run_1/final_congestion.png
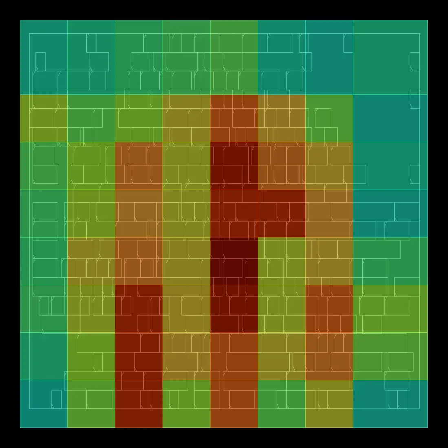
run_1/drive_strength.png
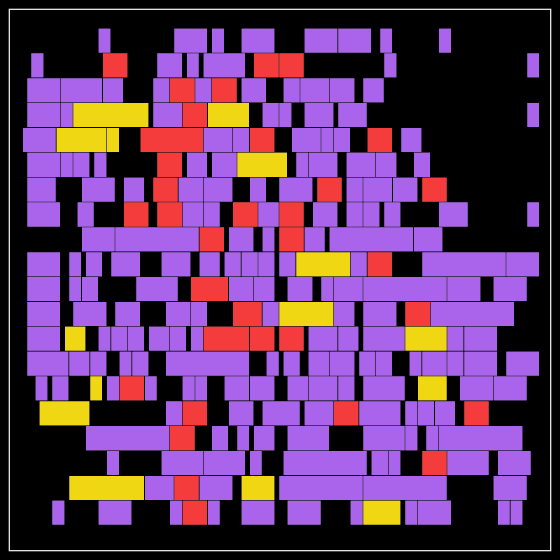
run_1/met1.png
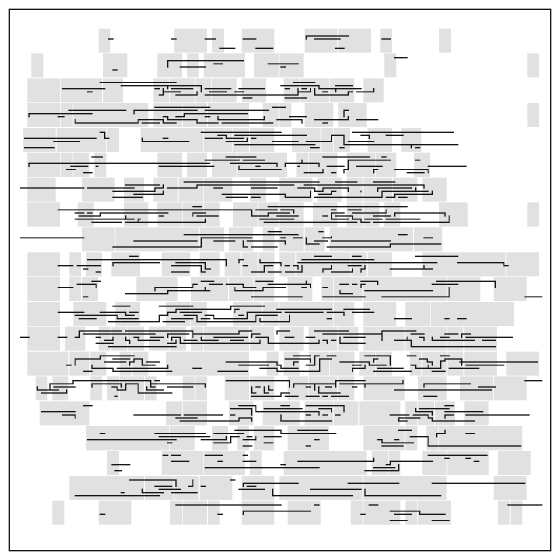
## config.mk

```make
export PLATFORM = sky130hd
export DESIGN_NAME = pc_sequencer
export DESIGN_NICKNAME = d
export VERILOG_FILES = /design/src/rtl/definitions.sv /design/src/rtl/next_pc_calc.sv /design/src/rtl/pc_sequencer.sv
export SDC_FILE = /design/constraint.sdc
export NUM_CORES = 1
export LEC_CHECK = 0
export CAP_MARGIN = 20
export CORE_UTILIZATION = 48
export DETAILED_ROUTE_END_ITERATION = 12
export PLACE_DENSITY = 0.82
export SYNTH_ARGS = -nofsm -noshare
export SYNTH_HDL_FRONTEND = slang
export SYNTH_SLANG_ARGS = --single-unit
```

## constraint.sdc

```tcl
create_clock -name CLK -period 2.3 [get_ports CLK]
set_input_delay 0.69 -clock CLK [delete_from_list [all_inputs] [get_ports CLK]]
set_output_delay 0.69 -clock CLK [all_outputs]
set_load 0.005 [all_outputs]
```

## src/rtl/definitions.sv

```systemverilog
// Shared definitions for the PC sequencer: branch-type encodings, FSM states and widths.
package definitions;

  localparam int PC_W  = 7;
  localparam int CNT_W = 16;

  localparam logic [CNT_W-1:0] CNT_MAX = {CNT_W{1'b1}};

  typedef enum logic [1:0] {
    BR_NEXT   = 2'b00,
    BR_RETURN = 2'b01,
    BR_DECNZ  = 2'b10,
    BR_NEG    = 2'b11
  } br_type_e;

  typedef enum logic [1:0] {
    IDLE  = 2'b00,
    FETCH = 2'b01,
    EXEC  = 2'b10,
    DONE  = 2'b11
  } state_e;

endpackage

```

## src/rtl/next_pc_calc.sv

```systemverilog
// Combinational next-PC selection; all arithmetic wraps modulo 128.
module next_pc_calc
  import definitions::*;
(
  input  logic [PC_W-1:0] PC,
  input  logic [1:0]      branchType,
  input  logic [2:0]      threewireOffset,
  input  logic [5:0]      sixwireOffset,
  input  logic            flag,
  input  logic [PC_W-1:0] returnAddr,
  output logic [PC_W-1:0] nextPC
);

  logic [PC_W-1:0] pc_inc;
  logic [PC_W-1:0] pc_back;
  logic [PC_W-1:0] pc_rel;

  assign pc_inc  = PC + 7'd1;
  assign pc_back = PC - {4'b0000, threewireOffset};
  assign pc_rel  = PC + {sixwireOffset[5], sixwireOffset};

  always_comb begin
    nextPC = pc_inc;
    case (br_type_e'(branchType))
      BR_NEXT:   nextPC = pc_inc;
      BR_RETURN: nextPC = returnAddr;
      // Loop closes while the counted value is non-zero; a zero result falls through.
      BR_DECNZ:  nextPC = flag ? pc_inc : pc_back;
      BR_NEG:    nextPC = flag ? pc_rel : pc_inc;
      default:   nextPC = pc_inc;
    endcase
  end

endmodule

```

## src/rtl/pc_sequencer.sv

```systemverilog
// Two-cycle-per-instruction program sequencer (FETCH then EXEC).
// Optional retired-instruction counter enabled by defining CYCLE_COUNT_EN.
module pc_sequencer
  import definitions::*;
(
  input  logic             CLK,
  input  logic             reset_n,
  input  logic             start,
  input  logic             halt,
  input  logic [1:0]       branchType,
  input  logic [2:0]       threewireOffset,
  input  logic [5:0]       sixwireOffset,
  input  logic             flag,
  input  logic [PC_W-1:0]  returnAddr,
  output logic [PC_W-1:0]  programCounter,
  output logic             instrValid,
  output logic             done,
  output logic [CNT_W-1:0] cycleCount
);

  state_e          state_q;
  logic [PC_W-1:0] pc_q;
  logic            instr_valid_q;
  logic            done_q;
  logic [PC_W-1:0] next_pc;

  next_pc_calc u_next_pc_calc (
    .PC              (pc_q),
    .branchType      (branchType),
    .threewireOffset (threewireOffset),
    .sixwireOffset   (sixwireOffset),
    .flag            (flag),
    .returnAddr      (returnAddr),
    .nextPC          (next_pc)
  );

  // Outputs are registered alongside the state so they change exactly on state entry.
  always_ff @(posedge CLK or negedge reset_n) begin
    if (!reset_n) begin
      state_q       <= IDLE;
      pc_q          <= '0;
      instr_valid_q <= 1'b0;
      done_q        <= 1'b0;
    end else begin
      case (state_q)
        IDLE, DONE: begin
          if (start) begin
            state_q       <= FETCH;
            pc_q          <= '0;
            instr_valid_q <= 1'b0;
            done_q        <= 1'b0;
          end
        end
        FETCH: begin
          state_q       <= EXEC;
          instr_valid_q <= 1'b1;
        end
        EXEC: begin
          instr_valid_q <= 1'b0;
          if (halt) begin
            state_q <= DONE;
            done_q  <= 1'b1;
          end else begin
            state_q <= FETCH;
            pc_q    <= next_pc;
          end
        end
        default: begin
          state_q       <= IDLE;
          pc_q          <= '0;
          instr_valid_q <= 1'b0;
          done_q        <= 1'b0;
        end
      endcase
    end
  end

`ifdef CYCLE_COUNT_EN
  logic [CNT_W-1:0] cnt_q;
  logic [CNT_W-1:0] cnt_d;

  always_comb begin
    cnt_d = cnt_q;
    if (start && (state_q == IDLE || state_q == DONE)) begin
      cnt_d = '0;
    end else if (state_q == EXEC && cnt_q != CNT_MAX) begin
      cnt_d = cnt_q + 16'd1;
    end
  end

  always_ff @(posedge CLK or negedge reset_n) begin
    if (!reset_n) begin
      cnt_q <= '0;
    end else begin
      cnt_q <= cnt_d;
    end
  end

  assign cycleCount = cnt_q;
`else
  assign cycleCount = '0;
`endif

  assign programCounter = pc_q;
  assign instrValid     = instr_valid_q;
  assign done           = done_q;

endmodule

```

==> run notes, run 1 <==
flow finished, numbers: crit path DRT 2.46 ns, Pins Over Slew Limit 0, Clock Skew ~0.0063 ns, setup violators final 0, core area 3078 sq um, ANT nets after route 0, Peak VDD IR 0.0003448 V, Comb area approximately 1200 sq um, # diodes 0, Synth Cell Area 1565 sq um, most used logic cell in the final layout clkdlybuf4s50_1, ys flops 11, Die Wd about 60 um, Post-Syn Instances 194, Rows 20, port buffer count 31, Top Ports 48, most numerous logic cells after layout clkdlybuf4s50_1, buf_4, a21oi_1, dpl hpwl 2993 um, Synth warnings 0, Nets 285, total gr overflow 0, Root Buffer clkbuf_4, Unique masters post-synth between 50 and 60, Main logic family AND-OR/OR-AND gates, syn_area_per_cell a little over 8 sq um, DR WL/cell between 10 and 15 um, Hold Buf Count CTS 0, status finished, final reports clean, LEAKAGE a little over 0.9 nW, crit path DAT 2.38 ns, Hold Violations, Final 0, Max Cap Violations 0, pwr dens 716.4 nW/um^2, Adder Share, Synth 0.1295, FILL cells 269, deepest clock path buffer count 2, GPL Wtd Cong 0.9072, GRT Util Overall 0.2465, fp util 0.5085, Die H 59.11 um, total CTS buffers 3, initial antenna violation count 0, Crit Path Category in2reg, Post-synth EDFFs 0, Worst-path clk slew 0.08 ns, Slew headroom 0.6426, crit start category input port, fin worst setup slack 0.08233 ns, vias in the first global route 1495, drt pass-1 iters 5, Simple-Gate Fraction of Synth Area 0.2054, min Tclk post-route approximately 2.2 ns, OpenROAD warnings 29, post-synthesis mux area share 0.02638, HP Class reg2reg, Post-Synth AOI/OAI Area 0.2606, layout cells sized above 1 0.1992, drt drc 0, XOR Share, Synth 0.06075, Pwr Total 1.489 mW, worst slew pin tran 0.5344 ns, CTS sink count 11, First DRT Iteration DRCs 60, H-tree levels 1, first-pass GRT wire length approximately 6500 um, Latency at later pin 0.29 ns, chip area line of the yosys report roughly 1600 sq um, DP Worst Slack -0.4192 ns, RSZ-0062 raised after global routing true, Seq share, synth 0.1759, register area 275.3 sq um, CP Capture Type register, yosys cell count around 190, Final Cycle Share 0.9642, CTS tree yes, top_reg_cell synth dfrtp_1, die area 3493 sq um, Fmax 0.4509 GHz, CP Max Fanout 4, via/cell ratio 5.448, largest net degree at the start of global routing 15, ys async rst share 1.000
-- final_congestion.png (at the start) --
Top Usage Layer GRT: met2
met2 usage: 0.4253
final core occ: 0.6752
met1 usage: 0.2991

-- drive_strength.png (at the start) --
Key: yellow = drive 2 [cells 15, share 6.1%]; red = drive 3 to 4 [cells 34, share 14%]; purple = drive 1 or less [cells 197, share 80%]
area added between synthesis and finish: 32.77%
Non-clk bufs: 58

-- met1.png (at the start) --
239 nets have wire on it. The wires run mostly horizontal. The longest straight run is 21.2 um. The layer carries 1700 um of wire.
Routed WL: 3881 um
Via Count: 1580

-- run 1: final timing paths --
| path | startpoint | to | slack [ns] | cells past startpoint |
|---|---|---|---|---|
| max | threewireOffset[2] | programCounter[3] | 0.08 | 8 |
| min | instrValid | instrValid | 0.51 | 1 |
| max reg2reg | programCounter[0] | programCounter[4] | 0.22 | 9 |
| min reg2reg | instrValid | instrValid | 0.51 | 1 |
| max in group asynchronous | reset_n | programCounter[4] | 1.19 | 1 |
| min in group asynchronous | reset_n | programCounter[3] | 0.75 | 1 |
-- run 1: stage by stage --
stage | TNS (ns) | area [sq um] | hold WS (ns) | cells
CTS | 0 | 2061 | 0.5151 | 290
floorplan | 0 | 1622 | 0.3944 | 209
global route | -0.01551 | 2078 | 0.5324 | 290
global placement | -1.678 | 2009 | 0.4911 | 285
finish | 0 | 2078 | 0.5085 | 290
detailed placement | -1.833 | 2009 | 0.4994 | 285
-- run 1: registers in the layout, summed over array words and instances (netlist names) --
| register | cells |
|---|---|
| instrValid | 1 |
| state_q | 2 |
| programCounter | 7 |
| done | 1 |
-- run 1: worst max-delay path, stage by stage --
cell             delay (ns)
clkdlybuf4s50_1        0.45
inv_1                  0.04
ha_1                   0.33
a21o_1                 0.19
a21oi_1                0.16
xor2_1                 0.11
a221oi_2               0.29
a22oi_1                0.11
-- run 1: timing repair --
item | in CTS | in global routing
endpoints found under the setup margin | 3 | 5
gates resized | 9 | 7
pin swaps | 6 | 6
setup buffers | 1 | 0
endpoints found under the hold margin | 0 | 0
-- run 1: synth_stat cells, types with 2 or more instances --
master,instances,area (sq um)
a21oi_1,24,120.1
buf_4,17,127.6
mux2i_1,3,30.03
nand3b_1,2,15.01
a22o_1,2,17.52
a21boi_0,2,15.01
nor2b_1,7,43.79
and3_1,3,18.77
nand4b_1,4,35.03
o21bai_1,2,15.01
ha_1,13,162.7
nand2b_1,2,12.51
nand3_1,3,15.01
nor2_1,6,22.52
nand2_1,11,41.29
inv_1,12,45.04
o21ai_0,11,55.05
xor2_1,3,26.28
nor3_1,3,15.01
a31oi_1,3,18.77
xnor2_1,6,52.55
a211oi_1,3,22.52
o211ai_1,2,15.01
buf_2,6,30.03
dfrtp_1,11,275.3
fa_1,2,40.04
or3_1,2,12.51
-- run 1: layout make-up --
type | instances | area share
Sequential cell | 11 | 0.1325
Timing Repair Buffer | 58 | 0.2474
Tap cell | 44 | 0.02649
Clock buffer | 4 | 0.01264
Multi-Input combinational cell | 161 | 0.5593
Inverter | 12 | 0.02167
-- run 1: layer usage --
metal  GRT usage  vias up  part of all wire
met5           0        -                 0
met4      0.1020        0             0.018
met3     0.04803       10             0.055
met2      0.4253       70              0.49
met1      0.2991      733              0.44
li1            -      767                 -
-- run 1: report_power, final --
part	internal (mW)	switching, mW	leakage (nW)	total (mW)
combinational	0.525	0.469	0.751	0.994
sequential	0.255	0.0957	0.146	0.350
clock	0.0675	0.0766	0.0150	0.144
total	0.847	0.642	0.912	1.49
==> inputs of run 2 (changes only) <==
==> constraint.sdc (replaced) <==
create_clock -name CLK -period 2.3 [get_ports CLK]
set_input_delay 0.69 -clock CLK [delete_from_list [all_inputs] [get_ports CLK]]
set_output_delay 0.69 -clock CLK [all_outputs]
set_load 0.05 [all_outputs]
run_2/final_congestion.png
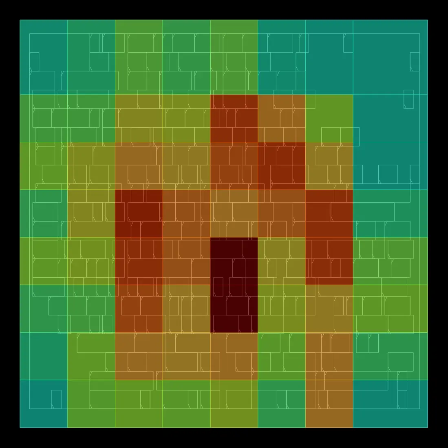
met3 Usage GRT: 0.04148
GRT Util Overall: 0.2471

==> run notes, run 2 <==
flow finished, numbers: status finished, final reports clean, ys flops 11, CTS sink count 11, crit path DAT 2.36 ns, deepest clock path buffer count 2, Final Cycle Share 0.9574, non-filler instance count after layout about 300, commonest cells in the synthesized netlist a21oi_1, buf_4, ha_1, placed cells 287, delay-heaviest family, CP AND-OR/OR-AND gates, LEAKAGE 0.9395 nW, Post-Syn Instances 194, Fmax between 0.4 and 0.5 GHz, crit path DRT 2.46 ns, register area about 280 sq um, CTS tree yes, setup violators final 0, Clock Skew 0.008163 ns, number of flip-flops in the largest register 7, Worst-path clk slew roughly 0.08 ns, share of the synthesized area in the top cell type 0.1759, worst slew pin tran 0.5312 ns, Hold Buf Count CTS 0, post-synth top area cell dfrtp_1, Critical path buffers and inverters 2, largest net degree at the start of global routing 15, Slew headroom 0.6447, core area 3078 sq um, drt drc 0, Synth warnings 0, syn_area_per_cell 8.068 sq um, Via Count 1595, dpl hpwl 3051 um, ys async rst share 1.000, First DRT Iteration DRCs 53, Seq share, synth 0.1759, yosys cell count between 150 and 200, Unique masters post-synth 56, drt pass-1 iters 4, Max Cap Violations 0, total CTS buffers 3, CP Max Fanout 4, most frequent cell after synthesis a21oi_1, Top Usage Layer GRT met2, FILL cells 278, total gr overflow 0, Reg2Reg Depth 9, final core occ 0.6776, Crit Path Category in2reg, Nets 287, GPL Wtd Cong 0.8903, top_reg_cell synth dfrtp_1, Comb area 1172 sq um, most used logic cell in the final layout buf_4, chip area line of the yosys report 1565 sq um, first-pass GRT wire length 6506 um, hold-critical path depth 1, fp util 0.5085, CP Capture Type register, Peak VDD IR between 0.0005 and 0.0006 V, most numerous logic cells after layout buf_4, a21oi_1, clkdlybuf4s50_1, Hold WS a little over 0.5 ns, R2R setup slack about 0.22 ns, Routed WL 3992 um, Final Cell Area between 2000 and 2500 sq um, main area contributors dfrtp_1, ha_1, buf_4, Top Ports 48, met2 usage 0.4448, Die Wd 59.11 um, Root Buffer clkbuf_4, die area 3493 sq um, Pins Over Slew Limit 0, largest stage delay on the critical path 0.45 ns, Rows 20, CP max stage cell clkdlybuf4s50_1, Latency at later pin about 0.28 ns, worst-case hold path end point instrValid, DR WL/cell 13.67 um, pwr dens 823.8 nW/um^2, setup_tns 0 ns, crit start category input port, crit-path cells clkdlybuf4s50_1 -> inv_1 -> ha_1 -> a21o_1 -> a21oi_2 -> xor2_1 -> a221oi_2 -> a22oi_1, OpenROAD warnings 28, Synth Cell Area 1565 sq um, Critical R2R Launch programCounter[0], layout cells sized above 1 0.2460, min Tclk post-route 2.202 ns, via/cell ratio 5.462, port buffer count 31, reg2reg end programCounter[4], initial antenna violation count 0, H-tree levels 1, met1 usage 0.2938, Die H 59.11 um, Hold Crit Start instrValid, HP Class reg2reg, area post-placement approximately 2000 sq um, RSZ-0062 raised after global routing false, ANT nets after route 0, Post-synth EDFFs 0, vias in the first global route 1510, # diodes 0, Hold Violations, Final 0
run_2/drive_strength.png
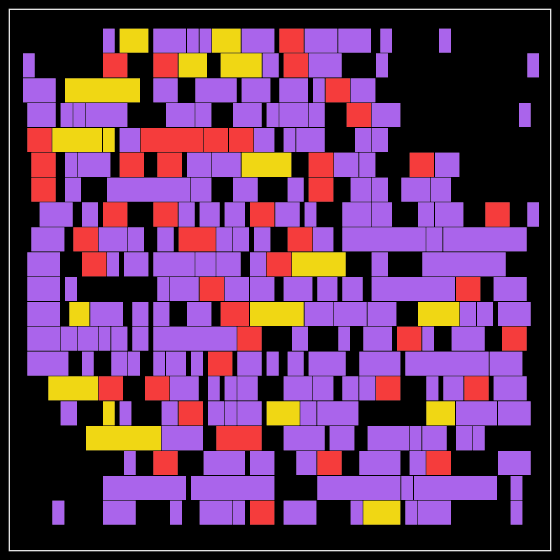
Key: yellow = drive 2 [cells 18, share 7.3%]; purple = drive 1 or less [cells 187, share 75%]; red = drive 3 to 4 [cells 43, share 17%]
Non-clk bufs: 60
area added between synthesis and finish: 33.25%

[run 2: how the worst max path moves through the flow]
| stage | start | to | slack [ns] | depth (start not counted) |
|---|---|---|---|---|
| global route | threewireOffset[2] | programCounter[3] | 0.006 | 8 |
| global placement | threewireOffset[0] | programCounter[6] | -0.38 | 9 |
| floorplan | programCounter[0] | programCounter[6] | 0.07 | 8 |
| finish | threewireOffset[2] | programCounter[3] | 0.1 | 8 |
| CTS | sixwireOffset[0] | programCounter[4] | 0.02 | 9 |
| detailed placement | threewireOffset[0] | programCounter[4] | -0.44 | 9 |
[run 2: what timing repair did]
item                                   4_1_cts  5_1_grt
endpoints found under the hold margin        0        0
setup endpoints to repair                    3        5
pin swaps                                    5        8
gates resized                                9       11
buffers inserted                             1        0
cloned                                       0        0
[run 2: routing by layer]
| metal | vias up | share of wire |
|---|---|---|
| li1 | 780 | - |
| met1 | 752 | 0.44 |
| met2 | 59 | 0.50 |
| met3 | 4 | 0.048 |
| met4 | 0 | 0.010 |
| met5 | - | 0 |
[run 2: cells by family after synthesis]
logic type	after synthesis	synth area share
buffers and inverters	37	0.1391
flip-flops	11	0.1759
AND-OR/OR-AND	63	0.2606
XOR/XNOR	10	0.06076
multiplexers	4	0.02638
other	1	0.002396
adder cells (fa/ha/maj)	15	0.1295
AND/OR/NAND/NOR	53	0.2054
[run 2: where the power goes]
part / leakage [nW] / switching, mW / internal, mW / total (mW)
Combinational: 0.778 / 0.696 / 0.533 / 1.23
Clock: 0.0150 / 0.0767 / 0.0674 / 0.144
Sequential: 0.146 / 0.0902 / 0.255 / 0.345
Total: 0.940 / 0.863 / 0.855 / 1.72
[run 2: stage by stage]
| stage | worst slack, ns | power [mW] |
|---|---|---|
| 6_report | 0.09791 | 1.718 |
| 5_1_grt | 0.006127 | 1.840 |
| 4_1_cts | 0.01542 | 1.683 |
| 3_5_place_dp | -0.4385 | 1.513 |
| 3_3_place_gp | -0.3754 | 1.487 |
| 2_1_floorplan | 0.06519 | 1.126 |
[run 2: cell type report]
class	instances	share of cell area
Inverter	12	0.02160
Clock buffer	4	0.01260
Sequential cell	11	0.1320
Tap cell	44	0.02639
Multi-Input combinational cell	161	0.5621
Timing Repair Buffer	60	0.2454
Power is estimated from default activity; no workload was simulated.
